[src/rtl/button_conditioner.sv]
// -----------------------------------------------------------------------------
// button_conditioner
//
// Conditions a raw mechanical push-button into a clean debounced level plus
// single-cycle press / release / long-press event pulses.
//
//   clk            in   single clock, all state on the rising edge
//   reset          in   synchronous, active-high
//   button_in      in   raw asynchronous button level (1 = pressed)
//   level          out  debounced level (1 in PRESSED / RELEASE_WAIT)
//   press          out  one-cycle pulse on an accepted press
//   release_pulse  out  one-cycle pulse on an accepted release
//                       ("release" is a reserved word in SystemVerilog)
//   long_press     out  one-cycle pulse once a press has been held
//                       HOLD_CYCLES cycles
//
// Build option: define BUTTON_LONG_PRESS_EN to compile in the hold counter
// and long_press generation; otherwise long_press is tied low.
//
// Latency: a level change first sampled by the synchronizer at edge E0 is
// reported in the cycle after edge E0 + DEBOUNCE_CYCLES + 2.
// -----------------------------------------------------------------------------
module button_conditioner #(
  parameter int DEBOUNCE_CYCLES = 16,
  parameter int HOLD_CYCLES     = 1000
) (
  input  logic clk,
  input  logic reset,
  input  logic button_in,
  output logic level,
  output logic press,
  output logic release_pulse,
  output logic long_press
);

  // Elaboration-time parameter sanity check.
  if (DEBOUNCE_CYCLES < 2 || HOLD_CYCLES <= DEBOUNCE_CYCLES) begin : g_param_check
    $error("button_conditioner: need DEBOUNCE_CYCLES >= 2 and HOLD_CYCLES > DEBOUNCE_CYCLES");
  end

  localparam int DB_W = (DEBOUNCE_CYCLES > 1) ? $clog2(DEBOUNCE_CYCLES) : 1;
  localparam logic [DB_W-1:0] DB_LAST = DB_W'(DEBOUNCE_CYCLES - 1);

  typedef enum logic [1:0] {
    IDLE         = 2'd0,
    PRESS_WAIT   = 2'd1,
    PRESSED      = 2'd2,
    RELEASE_WAIT = 2'd3
  } state_t;

  state_t          state_reg;
  logic            sync1_reg;
  logic            sync2_reg;
  logic [DB_W-1:0] db_cnt_reg;
  logic            level_reg;
  logic            press_reg;
  logic            release_reg;
  logic            btn_s;

  // Only the second synchronizer flop is allowed to feed logic.
  assign btn_s = sync2_reg;

  // Press is accepted on this edge; shared with the hold-counter logic.
  logic press_accept;
  assign press_accept = (state_reg == PRESS_WAIT) && btn_s && (db_cnt_reg == DB_LAST);

  always_ff @(posedge clk) begin
    if (reset) begin
      sync1_reg   <= 1'b0;
      sync2_reg   <= 1'b0;
      state_reg   <= IDLE;
      db_cnt_reg  <= '0;
      level_reg   <= 1'b0;
      press_reg   <= 1'b0;
      release_reg <= 1'b0;
    end else begin
      sync1_reg   <= button_in;
      sync2_reg   <= sync1_reg;
      press_reg   <= 1'b0;
      release_reg <= 1'b0;

      case (state_reg)
        IDLE: begin
          if (btn_s) begin
            state_reg  <= PRESS_WAIT;
            db_cnt_reg <= '0;
          end
        end

        PRESS_WAIT: begin
          if (!btn_s) begin
            state_reg <= IDLE;          // bounce: abandon silently
          end else if (db_cnt_reg == DB_LAST) begin
            state_reg <= PRESSED;
            press_reg <= 1'b1;
            level_reg <= 1'b1;
          end else begin
            db_cnt_reg <= db_cnt_reg + 1'b1;
          end
        end

        PRESSED: begin
          if (!btn_s) begin
            state_reg  <= RELEASE_WAIT;
            db_cnt_reg <= '0;
          end
        end

        RELEASE_WAIT: begin
          if (btn_s) begin
            state_reg <= PRESSED;       // bounce: still pressed, no pulse
          end else if (db_cnt_reg == DB_LAST) begin
            state_reg   <= IDLE;
            release_reg <= 1'b1;
            level_reg   <= 1'b0;
          end else begin
            db_cnt_reg <= db_cnt_reg + 1'b1;
          end
        end

        default: begin
          state_reg <= IDLE;
          level_reg <= 1'b0;
        end
      endcase
    end
  end

  assign level         = level_reg;
  assign press         = press_reg;
  assign release_pulse = release_reg;

`ifdef BUTTON_LONG_PRESS_EN
  localparam int HOLD_W = (HOLD_CYCLES > 1) ? $clog2(HOLD_CYCLES) : 1;
  localparam logic [HOLD_W-1:0] HOLD_LAST = HOLD_W'(HOLD_CYCLES - 1);

  logic [HOLD_W-1:0] hold_cnt_reg;
  logic              long_fired_reg;
  logic              long_press_reg;

  // The hold counter saturates at HOLD_LAST; long_fired_reg makes the pulse
  // fire only once even though the counter then sits at HOLD_LAST. A bounce
  // through RELEASE_WAIT freezes the counter and keeps the fired flag.
  always_ff @(posedge clk) begin
    if (reset) begin
      hold_cnt_reg   <= '0;
      long_fired_reg <= 1'b0;
      long_press_reg <= 1'b0;
    end else begin
      long_press_reg <= 1'b0;
      if (press_accept) begin
        hold_cnt_reg   <= '0;
        long_fired_reg <= 1'b0;
      end else if (state_reg == PRESSED) begin
        if (hold_cnt_reg != HOLD_LAST) begin
          hold_cnt_reg <= hold_cnt_reg + 1'b1;
        end else if (!long_fired_reg) begin
          long_press_reg <= 1'b1;
          long_fired_reg <= 1'b1;
        end
      end
    end
  end

  assign long_press = long_press_reg;
`else
  assign long_press = 1'b0;
`endif

endmodule

[config.mk]
export PLATFORM = sky130hd
export DESIGN_NAME = button_conditioner
export DESIGN_NICKNAME = d
export VERILOG_FILES = /design/src/rtl/button_conditioner.sv
export SDC_FILE = /design/constraint.sdc
export NUM_CORES = 1
export LEC_CHECK = 0
export CAP_MARGIN = 25
export CORE_UTILIZATION = 32
export CTS_BUF_LIST = sky130_fd_sc_hd__clkbuf_4
export CTS_CLUSTER_DIAMETER = 30
export DETAILED_ROUTE_END_ITERATION = 8
export PLACE_DENSITY_LB_ADDON = 0.12
export REMOVE_ABC_BUFFERS = 1
export SETUP_SLACK_MARGIN = 0.15
export SLEW_MARGIN = 20
export SYNTH_ARGS = -nofsm -noshare
export SYNTH_HDL_FRONTEND = slang
export SYNTH_SLANG_ARGS = --single-unit
[constraint.sdc]
create_clock -name clk -period 1.55 [get_ports clk]
set_input_delay 0.465 -clock clk [delete_from_list [all_inputs] [get_ports clk]]
set_output_delay 0.465 -clock clk [all_outputs]
set_load 0.01 [all_outputs]
Figure 1. Wire density map (run 1).
The die is cut into 8 by 8 equal tiles; white is low, dark blue is high, scaled to the fullest tile. Values are wire area over tile area, all layers added.
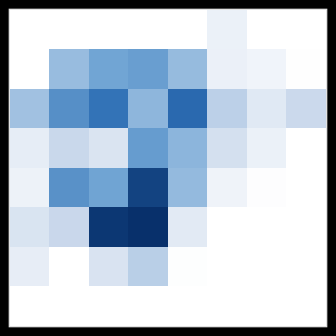
- fullest tile: 0.39
- mean over tiles: 0.080
- tiles over half the peak: 17%
- emptiest ninth of the die: bottom right
overall routing resource usage: 13.5%
via count: 380
final WL: 794 µm
routed len/inst: 11.2 µm

Figure 2. Routed metal, one color a layer (run 1).
Scale bar: 10 µm. Only two layers are drawn.
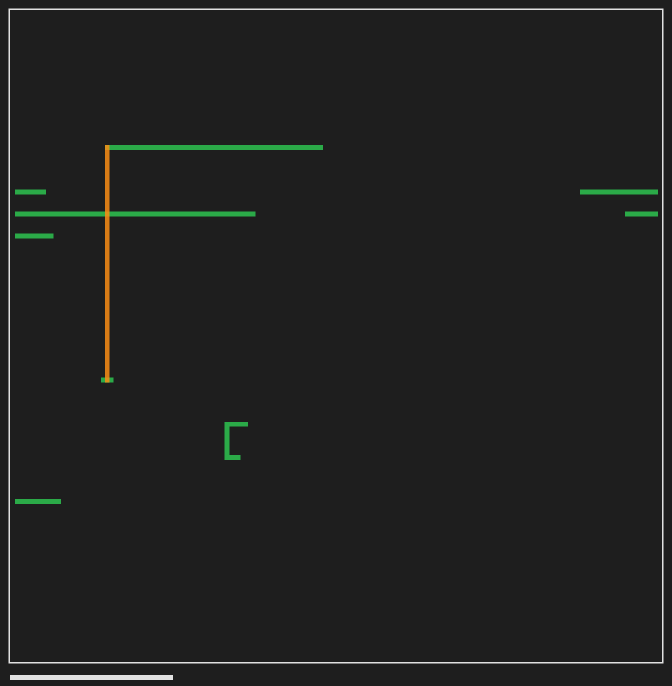
- green: metal 3 (wire length 44.1 µm)
- orange: metal 4 (wire length 14.3 µm)

Figure 3. Signal wires on met1 (run 1).
Scale bar: 10 µm. Cells faint in the background.
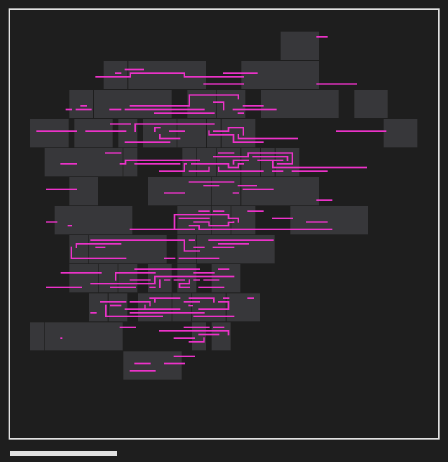
- main direction: horizontal
- nets with wire on the layer: 54
- wire length on this layer: 383 µm
met1 usage: 17.5%

==> Changelog: implementation, run 1 <==
### Changed

- Max reg flops: 4
- Flop pwr share: 55.5%
- Synthesized registers: 11
- Final Power: 0.000529 W
- Post-synth seq share: 47.4%
- Yosys Instances: 49
- CP Depth: 1
- Power share of the clock group: 39.4%
- Clock Skews: 0.000475 ns
- DRC viols: 0
- Worst r2r src: db_cnt_reg[0]
- ANT nets after route: 0
- Initial DRC Count: 15
- Crit path launch: level
- CTS Buf Count: 3
- CTS max path bufs: 2
- Largest stage delay, worst path: 0.35 ns
- Worst Path Buf+Inv: 1
- Post CTS Setup Buffer Count: 0
- Drt via density: 5.35
- Finished Core Util: 41.6%
- Slowest cell on crit path: dfxtp_1
- Post-CTS Hold Fix Bufs: 0
- WP data required: 1.08 ns
- Reg2reg path depth: 4
- Cell area after layout: 548 µm²
- Reg-to-reg endpoint: level
- Most frequent logic cell in the layout: dfxtp_1
- Mapped Area: 464 µm²
- Top cells excl fill/tap: 11 x dfxtp_1, 5 x o21ai_0, 4 x a21oi_1, 4 x nand2_1, 4 x clkbuf_4
- Final Hold Vio Count: 0
- Non-filler cells, final: 71
- Antenna violations before repair: 0
- Post-CTS Resized: 3
- Slew Limit Fails: 0
- Cell family with most CP delay: flip-flops
- Setup TNS: 0 ns
- Critical Path Source Type: flop
- Critical Path, Cell by Cell: clkdlybuf4s15_1
- Placement Setup Slack: 0.157 ns
- Final Net Count: 61
- YS chip area: 464 µm²
- Main area contributors: dfxtp_1 47%, o21ai_0 5.4%, buf_4 4.9%
- Largest area contributor in the netlist: dfxtp_1
- Diode count: 0
- Ports: 7
- Grt ovf: 0
- CTS tree: yes
- Unrepaired setup endpoints after global routing: no
- Fmax: 0.753 GHz
- Placeable Area: 0.00132 mm²
- Switching power total: 0.000110 W
- Late-Pin Clk Latency: 0.27 ns
- Row count: 13
- Combinational share of power: 5.1%
- Layout area overhead: 18.1%
- Mean Syn Cell Area: 9.47 µm²
- Hold slack: 0.445 ns
- Crit path time final: 1.33 ns
- Area post-placement: 518 µm²
- Syn. warnings: 0
- DIE HEIGHT: 40.1 µm
- Setup ws final: 0.222 ns
- Clk sinks: 11
- PD cells: 966 mW/mm²
- Setup slack, reg-to-reg: 0.25 ns
- Placed cells: 67
- Hold Crit Depth: 1
- Period Utilization, post-route: 85.6%
- Tool warnings: 25
- Top-area cell share: 47.4%
- Status: finished clean
- Crit end category: primary output
- I/O Buffers: 5
- Die W: 40.1 µm
- Chip area: 0.00161 mm²
- Setup crit end: level
- GP Congestion: 0.815
- Internal power: 0.000419 W
- Hold wc startpoint: sync1_reg
- Largest net degree at the start of global routing: 8
- Clock transition at path regs: 0.06 ns
- Floorplan utilization: 35.2%
- Pre-antenna DRT Iters: 3
- Max_cap viols: 0
- HPWL after DPL: 577 µm
- Layout cells sized above 1: 14.3%
- H-tree depth: 1
- CP max FO: 3
- Path category of the worst min-delay check: reg -> reg
- Cell Type Count: 22
- Clock Tree Root: clkbuf_4
- Sw Share: 20.7%
- Worst Hold Endpoint: btn_s
- Syn Inst Count: 49
- Maximum VDD drop: 0.472 mV
- Setup-failing EPs final: 0
- Pleak: 0.186 nW
- Data arrival time of the critical path: 0.86 ns
- Vias in the first global route: 318
- First-pass GRT wire length: 1360 µm
- Critical setup path kind: reg -> out
## run 1: metal layers
layer / track usage, % / up-vias / wire [µm]
li1: - / 190 / -
met1: 17.5 / 177 / 382
met2: 17.3 / 11 / 353
met3: 6.67 / 2 / 44
met4: 8.62 / 0 / 14
met5: 0 / - / 0
## run 1: cells in the mapped netlist
library cell  instances
dfxtp_1              11
o21ai_0               5
a21oi_1               4
nand2_1               4
buf_4                 3
nand3_1               3
a211oi_1              2
nand4_1               2
nor2b_1               2
a31oi_1               1
a41oi_1               1
and4_1                1
conb_1                1
ha_1                  1
inv_1                 1
nand4b_1              1
nor3_1                1
nor4_1                1
nor4b_1               1
or2b_2                1
xnor2_1               1
xor2_2                1
## run 1: kinds of logic after synthesis
| family | after synthesis | share of synthesized area, % |
|---|---|---|
| other | 1 | 0.808 |
| and+or+nand+nor | 17 | 21.8 |
| adders and majority gates | 1 | 2.69 |
| xor gates and xnor gates | 2 | 5.39 |
| AOI/OAI and AO/OA | 13 | 16.2 |
| DFF | 11 | 47.4 |
| buffers and inverters | 4 | 5.66 |
## run 1: area by class of cell
cell class                 count  area, µm²
fill                         129        769
inverter                       1       3.75
clock buffer                   4       30.0
multi-input combinational     34        220
timing repair buffer           6       55.1
sequential                    11        220
tap                           15       18.8
## run 1: power by group through the flow
stage / logic (W) / registers [W] / clock network, W
floorplan: 0.00000993 / 0.000300 / 0
global placement: 0.0000276 / 0.000300 / 0
detailed placement: 0.0000278 / 0.000301 / 0
CTS: 0.0000262 / 0.000294 / 0.000215
global route: 0.0000300 / 0.000295 / 0.000223
finish: 0.0000269 / 0.000294 / 0.000208
==> run 1 -> run 2 <==
--- a/config.mk
+++ b/config.mk
@@ -10,6 +10,7 @@
 export CTS_BUF_LIST = sky130_fd_sc_hd__clkbuf_4
 export CTS_CLUSTER_DIAMETER = 30
 export DETAILED_ROUTE_END_ITERATION = 8
+export GPL_ROUTABILITY_DRIVEN = 0
 export PLACE_DENSITY_LB_ADDON = 0.12
 export REMOVE_ABC_BUFFERS = 1
 export SETUP_SLACK_MARGIN = 0.15
Figure 4. Layout detail (run 2).
Scale bar: 5 µm. Window x 20 to 40, y 20 to 40 µm. Cells in gray, sequential cells in the stronger gray; small squares are vias.
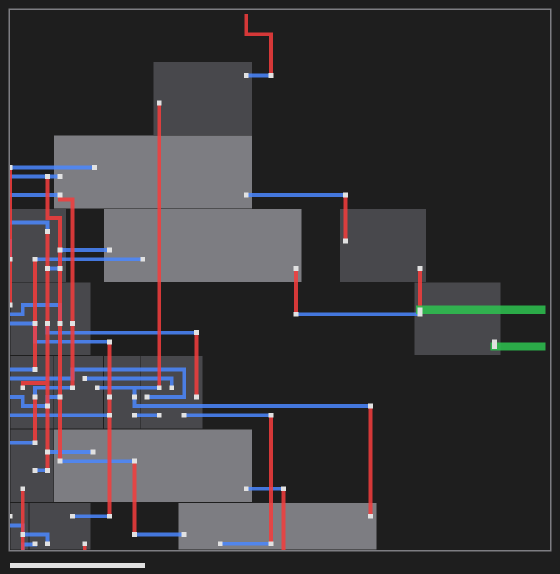
- red: metal 2
- blue: metal 1
- green: metal 3
- sequential cells in the window: 4
- most frequent: dfxtp_1 (4), dlygate4sd2_1 (2)
- cells with their middle in the window: 15

==> Changelog: implementation, run 2 <==
### Changed

- Antenna violations before repair: 0 (unchanged)
- HPWL after DPL: 577 µm (unchanged)
- CTS max path bufs: 2 (unchanged)
- Synthesized registers: 11 (unchanged)
- Floorplan utilization: 35.2% (unchanged)
- CP max FO: 3 (unchanged)
- Largest area contributor in the netlist: dfxtp_1
- Unrepaired setup endpoints after global routing: no
- Hold wc startpoint: sync1_reg
- Post-synth seq share: 47.4% (unchanged)
- Overall routing resource usage: 13.5% (unchanged)
- Combinational share of power: 5.1% (about the same)
- Data arrival time of the critical path: 0.86 ns (about the same)
- Mean Syn Cell Area: 9.47 µm² (unchanged)
- Critical Path Source Type: flop
- Max reg flops: 4 (unchanged)
- Crit path launch: level
- Largest stage delay, worst path: 0.35 ns (about the same)
- Main area contributors: dfxtp_1 47%, o21ai_0 5.4%, buf_4 4.9%
- Sw Share: 20.7% (unchanged)
- Setup TNS: 0 ns (unchanged)
- # fillers: 129 (unchanged)
- Largest net degree at the start of global routing: 8 (unchanged)
- DIE HEIGHT: 40.1 µm (unchanged)
- Critical setup path kind: reg -> out
- Layout cells sized above 1: 14.3% (unchanged)
- Worst r2r src: db_cnt_reg[0]
- Initial DRC Count: 15 (unchanged)
- Top Consumer: sequential cells
- Hold slack: 0.445 ns (unchanged)
- Mapped Area: 464 µm² (unchanged)
- Status: finished clean
- Syn. warnings: 0 (unchanged)
- WP data required: 1.08 ns (about the same)
- Diode count: 0 (unchanged)
- Post-CTS Hold Fix Bufs: 0 (unchanged)
- Final Hold Vio Count: 0 (unchanged)
- Period Utilization, post-route: 85.6% (unchanged)
- Slowest cell on crit path: dfxtp_1
- Number of synthesized flops with an enable pin: 0 (unchanged)
- Pre-antenna DRT Iters: 3 (unchanged)
- Flop pwr share: 55.5% (about the same)
- Via count: 380 (unchanged)
- Final Net Count: 61 (unchanged)
- Ports: 7 (unchanged)
- Tool warnings: 25 (unchanged)
- Power share of the clock group: 39.4% (about the same)
- Die W: 40.1 µm (unchanged)
- Post-CTS Resized: 3 (unchanged)
- Clk sinks: 11 (unchanged)
- YS chip area: 464 µm² (unchanged)
- Placed cells: 67 (unchanged)
- First-pass GRT wire length: 1360 µm (unchanged)
- Placeable Area: 0.00132 mm² (unchanged)
- Crit path time final: 1.33 ns (unchanged)
- Path category of the worst min-delay check: reg -> reg
- Drt via density: 5.35 (unchanged)
- Power Clock: 0.000208 W (about the same)
- Layout area overhead: 18.1% (unchanged)
- Clock transition at path regs: 0.06 ns (about the same)
- Post CTS Setup Buffer Count: 0 (unchanged)
- Most frequent logic cell in the layout: dfxtp_1
- Top cells excl fill/tap: 11 x dfxtp_1, 5 x o21ai_0, 4 x a21oi_1, 4 x nand2_1, 4 x clkbuf_4
- Final WL: 794 µm (unchanged)
- Crit end category: primary output
- Cell Type Count: 22 (unchanged)
- Ys async rst share: 0% (unchanged)
- Yosys Instances: 49 (unchanged)
- Setup-failing EPs final: 0 (unchanged)
- Max_cap viols: 0 (unchanged)
- Syn Inst Count: 49 (unchanged)
- Routed len/inst: 11.2 µm (unchanged)
- Top-area cell share: 47.4% (unchanged)
- H-tree depth: 1 (unchanged)
- PD cells: 966 mW/mm² (unchanged)
- Synth Flop Type: dfxtp_1
- Fmax: 0.753 GHz (unchanged)
- Clock Tree Root: clkbuf_4
- Logic power comb: 0.0000269 W (about the same)
- CTS tree: yes
- DRC viols: 0 (unchanged)
- Switching power total: 0.000110 W (unchanged)
- Clock Skews: 0.000475 ns (unchanged)
- Critical Path, Cell by Cell: clkdlybuf4s15_1
- Chip area: 0.00161 mm² (unchanged)
- Non-filler cells, final: 71 (unchanged)
- Maximum VDD drop: 0.472 mV (unchanged)
- Internal power: 0.000419 W (unchanged)
- Late-Pin Clk Latency: 0.27 ns (about the same)
- I/O Buffers: 5 (unchanged)
==> run 2: cell counts in the layout (fill, tap and decap cells not counted) <==
No cell type changed its count.
==> run 2: final timing paths <==
kind	endpoint	slack [ns]	depth (start not counted)
worst max-delay path	level	0.22	1
worst min-delay path	btn_s	0.45	1
worst max register to register	level	0.25	4
worst min register to register	btn_s	0.45	1
==> run 2: logic make-up (layout without fill, tap and decap cells) <==
kind of cell               Yosys count  in the layout  share of synthesized area (%)
xor gates and xnor gates             2              2                           5.39
DFF                                 11             11                           47.4
buffers and inverters                4             11                           5.66
AOI/OAI and AO/OA                   13             13                           16.2
adders and majority gates            1              1                           2.69
other                                1              1                          0.808
and+or+nand+nor                     17             17                           21.8
==> run 2: per-layer routing <==
layer | vias up | track usage [%] | wire length, µm
met2 | 11 | 17.3 | 353
met3 | 2 | 6.67 | 44
met1 | 177 | 17.5 | 382
met5 | - | 0 | 0
met4 | 0 | 8.62 | 14
li1 | 190 | - | -
==> run 2: cell type report <==
type                            count  area (µm²)  area share (%)
Clock buffer                        4        30.0            5.48
Multi-Input combinational cell     34         220            40.2
Tap cell                           15        18.8            3.42
Inverter                            1        3.75           0.685
Sequential cell                    11         220            40.2
Timing Repair Buffer                6        55.1            10.0
==> run 2: through the flow <==
| stage | total power, W | util, % | instance area, µm² | setup WS, ns |
|---|---|---|---|---|
| after global placement | 0.000327 | 39.3 | 518 | 0.172 |
| final | 0.000529 | 41.6 | 548 | 0.222 |
| after floorplan | 0.000310 | - | 442 | 0.369 |
| after CTS | 0.000535 | 41.3 | 544 | 0.180 |
| after global routing | 0.000548 | 41.6 | 548 | 0.137 |
| after detailed placement | 0.000328 | 39.3 | 518 | 0.157 |
==> run 2 -> run 3 <==
--- a/config.mk
+++ b/config.mk
@@ -9,8 +9,9 @@
 export CORE_UTILIZATION = 32
 export CTS_BUF_LIST = sky130_fd_sc_hd__clkbuf_4
 export CTS_CLUSTER_DIAMETER = 30
+export CTS_CLUSTER_SIZE = 14
 export DETAILED_ROUTE_END_ITERATION = 8
-export GPL_ROUTABILITY_DRIVEN = 0
+export GPL_ROUTABILITY_DRIVEN = 1
 export PLACE_DENSITY_LB_ADDON = 0.12
 export REMOVE_ABC_BUFFERS = 1
 export SETUP_SLACK_MARGIN = 0.15
Figure 5. Routed metal, one color a layer (run 3).
Scale bar: 10 µm. Only two layers are drawn.
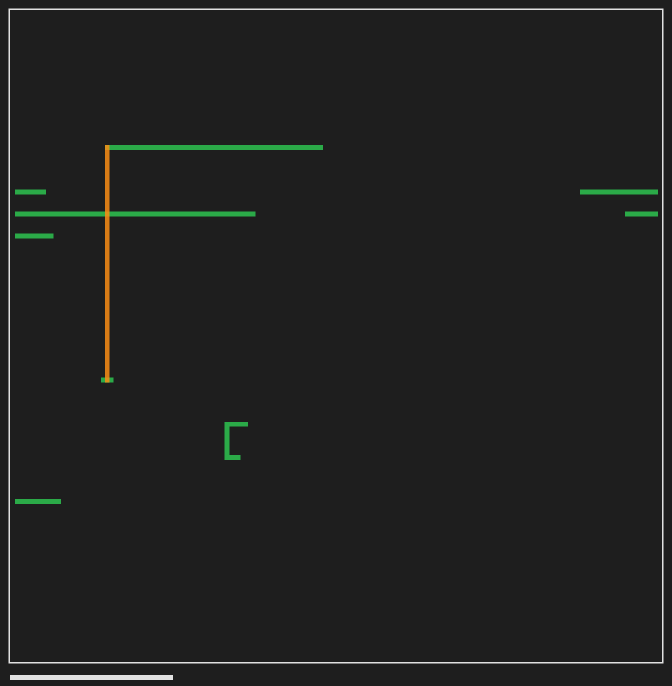
- green: metal 3 (wire length 44.1 µm)
- orange: metal 4 (wire length 14.3 µm)

==> Changelog: implementation, run 3 <==
### Changed

- Post-CTS Hold Fix Bufs: 0 (unchanged)
- Synthesized registers: 11 (unchanged)
- Chip area: 0.00161 mm² (unchanged)
- Ports: 7 (unchanged)
- Number of synthesized flops with an enable pin: 0 (unchanged)
- Main area contributors: dfxtp_1 47%, o21ai_0 5.4%, buf_4 4.9%
- Late-Pin Clk Latency: 0.27 ns (about the same)
- Largest net degree at the start of global routing: 8 (unchanged)
- Final Net Count: 61 (unchanged)
- DRC viols: 0 (unchanged)
- CTS tree: yes
- WP data required: 1.08 ns (about the same)
- Synth Flop Type: dfxtp_1
- Layout cells sized above 1: 14.3% (unchanged)
- Drt via density: 5.35 (unchanged)
- DR WL met3: 44 µm (unchanged)
- Final WL: 794 µm (unchanged)
- Antenna violations before repair: 0 (unchanged)
- Clock transition at path regs: 0.06 ns (about the same)
- Routed metal-1 wire length: 382 µm (unchanged)
- Top cells excl fill/tap: 11 x dfxtp_1, 5 x o21ai_0, 4 x a21oi_1, 4 x nand2_1, 4 x clkbuf_4
- Max reg flops: 4 (unchanged)
- Most frequent logic cell in the layout: dfxtp_1
- PD cells: 966 mW/mm² (unchanged)
- Clk sinks: 11 (unchanged)
- Reg area: 220 µm² (unchanged)
- Routed len/inst: 11.2 µm (unchanged)
- Placement Setup Slack: 0.157 ns (unchanged)
- Die W: 40.1 µm (unchanged)
- Overall routing resource usage: 13.5% (unchanged)
- Post-CTS Resized: 3 (unchanged)
- Crit path time final: 1.33 ns (unchanged)
- Unrepaired setup endpoints after global routing: no
- Path category of the worst min-delay check: reg -> reg
- Syn Inst Count: 49 (unchanged)
- Diode count: 0 (unchanged)
- Worst Hold Endpoint: btn_s
- Critical setup path kind: reg -> out
- Reg-to-reg endpoint: level
- Mean Syn Cell Area: 9.47 µm² (unchanged)
- Status: finished clean
- Area taken by multi-input logic gates: 220 µm² (unchanged)
- Tool warnings: 25 (unchanged)
- Crit end category: primary output
- Via count: 380 (unchanged)
- Largest area contributor in the netlist: dfxtp_1
- Initial DRC Count: 15 (unchanged)
- Reg2reg path depth: 4 (unchanged)
- CP max FO: 3 (unchanged)
- CTS max path bufs: 2 (unchanged)
- Setup ws final: 0.222 ns (unchanged)
- Finished Core Util: 41.6% (unchanged)
- Clock Tree Root: clkbuf_4
- DIE HEIGHT: 40.1 µm (unchanged)
- Max_cap viols: 0 (unchanged)
- Setup slack, reg-to-reg: 0.25 ns (about the same)
- Largest stage delay, worst path: 0.35 ns (about the same)
- HPWL after DPL: 577 µm (unchanged)
- Clock Skews: 0.000475 ns (unchanged)
- Cell Type Count: 22 (unchanged)
- Placeable Area: 0.00132 mm² (unchanged)
- Top sig layer: met4
- Setup TNS: 0 ns (unchanged)
- I/O Buffers: 5 (unchanged)
- Worst r2r src: db_cnt_reg[0]
- Mapped Area: 464 µm² (unchanged)
- Layout area overhead: 18.1% (unchanged)
- H-tree depth: 1 (unchanged)
- Data arrival time of the critical path: 0.86 ns (about the same)
- Post CTS Setup Buffer Count: 0 (unchanged)
- Period Utilization, post-route: 85.6% (unchanged)
- Syn. warnings: 0 (unchanged)
- Post-synth seq share: 47.4% (unchanged)
- Critical Path Source Type: flop
- Maximum VDD drop: 0.472 mV (unchanged)
- # fillers: 129 (unchanged)
- Setup-failing EPs final: 0 (unchanged)
- Final Hold Vio Count: 0 (unchanged)
- Pre-antenna DRT Iters: 3 (unchanged)
- Hold wc startpoint: sync1_reg
- Critical Path, Cell by Cell: clkdlybuf4s15_1
- Slowest cell on crit path: dfxtp_1
- Floorplan utilization: 35.2% (unchanged)
## run 3: power by group
group	switching [W]	internal, W	leakage [nW]
Combinational	0.0000129	0.0000139	0.0786
Clock	0.0000913	0.000117	0.0184
Sequential	0.00000559	0.000288	0.0892
## run 3: worst max path at each step
stage	startpoint	cells past startpoint	end	slack [ns]
2_1_floorplan	db_cnt_reg[0]	4	db_cnt_reg[3]	0.37
3_3_place_gp	reset	3	db_cnt_reg[2]	0.17
4_1_cts	level	1	level	0.18
5_1_grt	db_cnt_reg[0]	4	level	0.14
3_5_place_dp	reset	3	state_reg[0]	0.16
6_report	level	1	level	0.22
## run 3: cells by family after synthesis
| group | Yosys count | synth area share (%) |
|---|---|---|
| AOI/OAI and AO/OA | 13 | 16.2 |
| xor gates and xnor gates | 2 | 5.39 |
| adders and majority gates | 1 | 2.69 |
| buffers and inverters | 4 | 5.66 |
| DFF | 11 | 47.4 |
| other | 1 | 0.808 |
| and+or+nand+nor | 17 | 21.8 |
## run 3: cell type report
cell class              count  share of cell area (%)
flip-flops and latches     11                    40.2
clock buffers               4                    5.48
repair buffers              6                    10.0
multi-input cells          34                    40.2
well taps                  15                    3.42
inverters                   1                   0.685
## run 3: metrics by stage
stage	cells	power [W]	cell area [µm²]	hold WS, ns
floorplan	46	0.000310	442	0.414
global placement	67	0.000327	518	0.429
detailed placement	67	0.000328	518	0.437
CTS	71	0.000535	544	0.453
global route	71	0.000548	548	0.464
finish	71	0.000529	548	0.445
## run 3: per-layer routing
metal,up-vias,global-route usage (%)
met4,0,8.62
met1,177,17.5
li1,190,-
met3,2,6.67
met2,11,17.3
met5,-,0
Power is estimated from default activity; no workload was simulated.
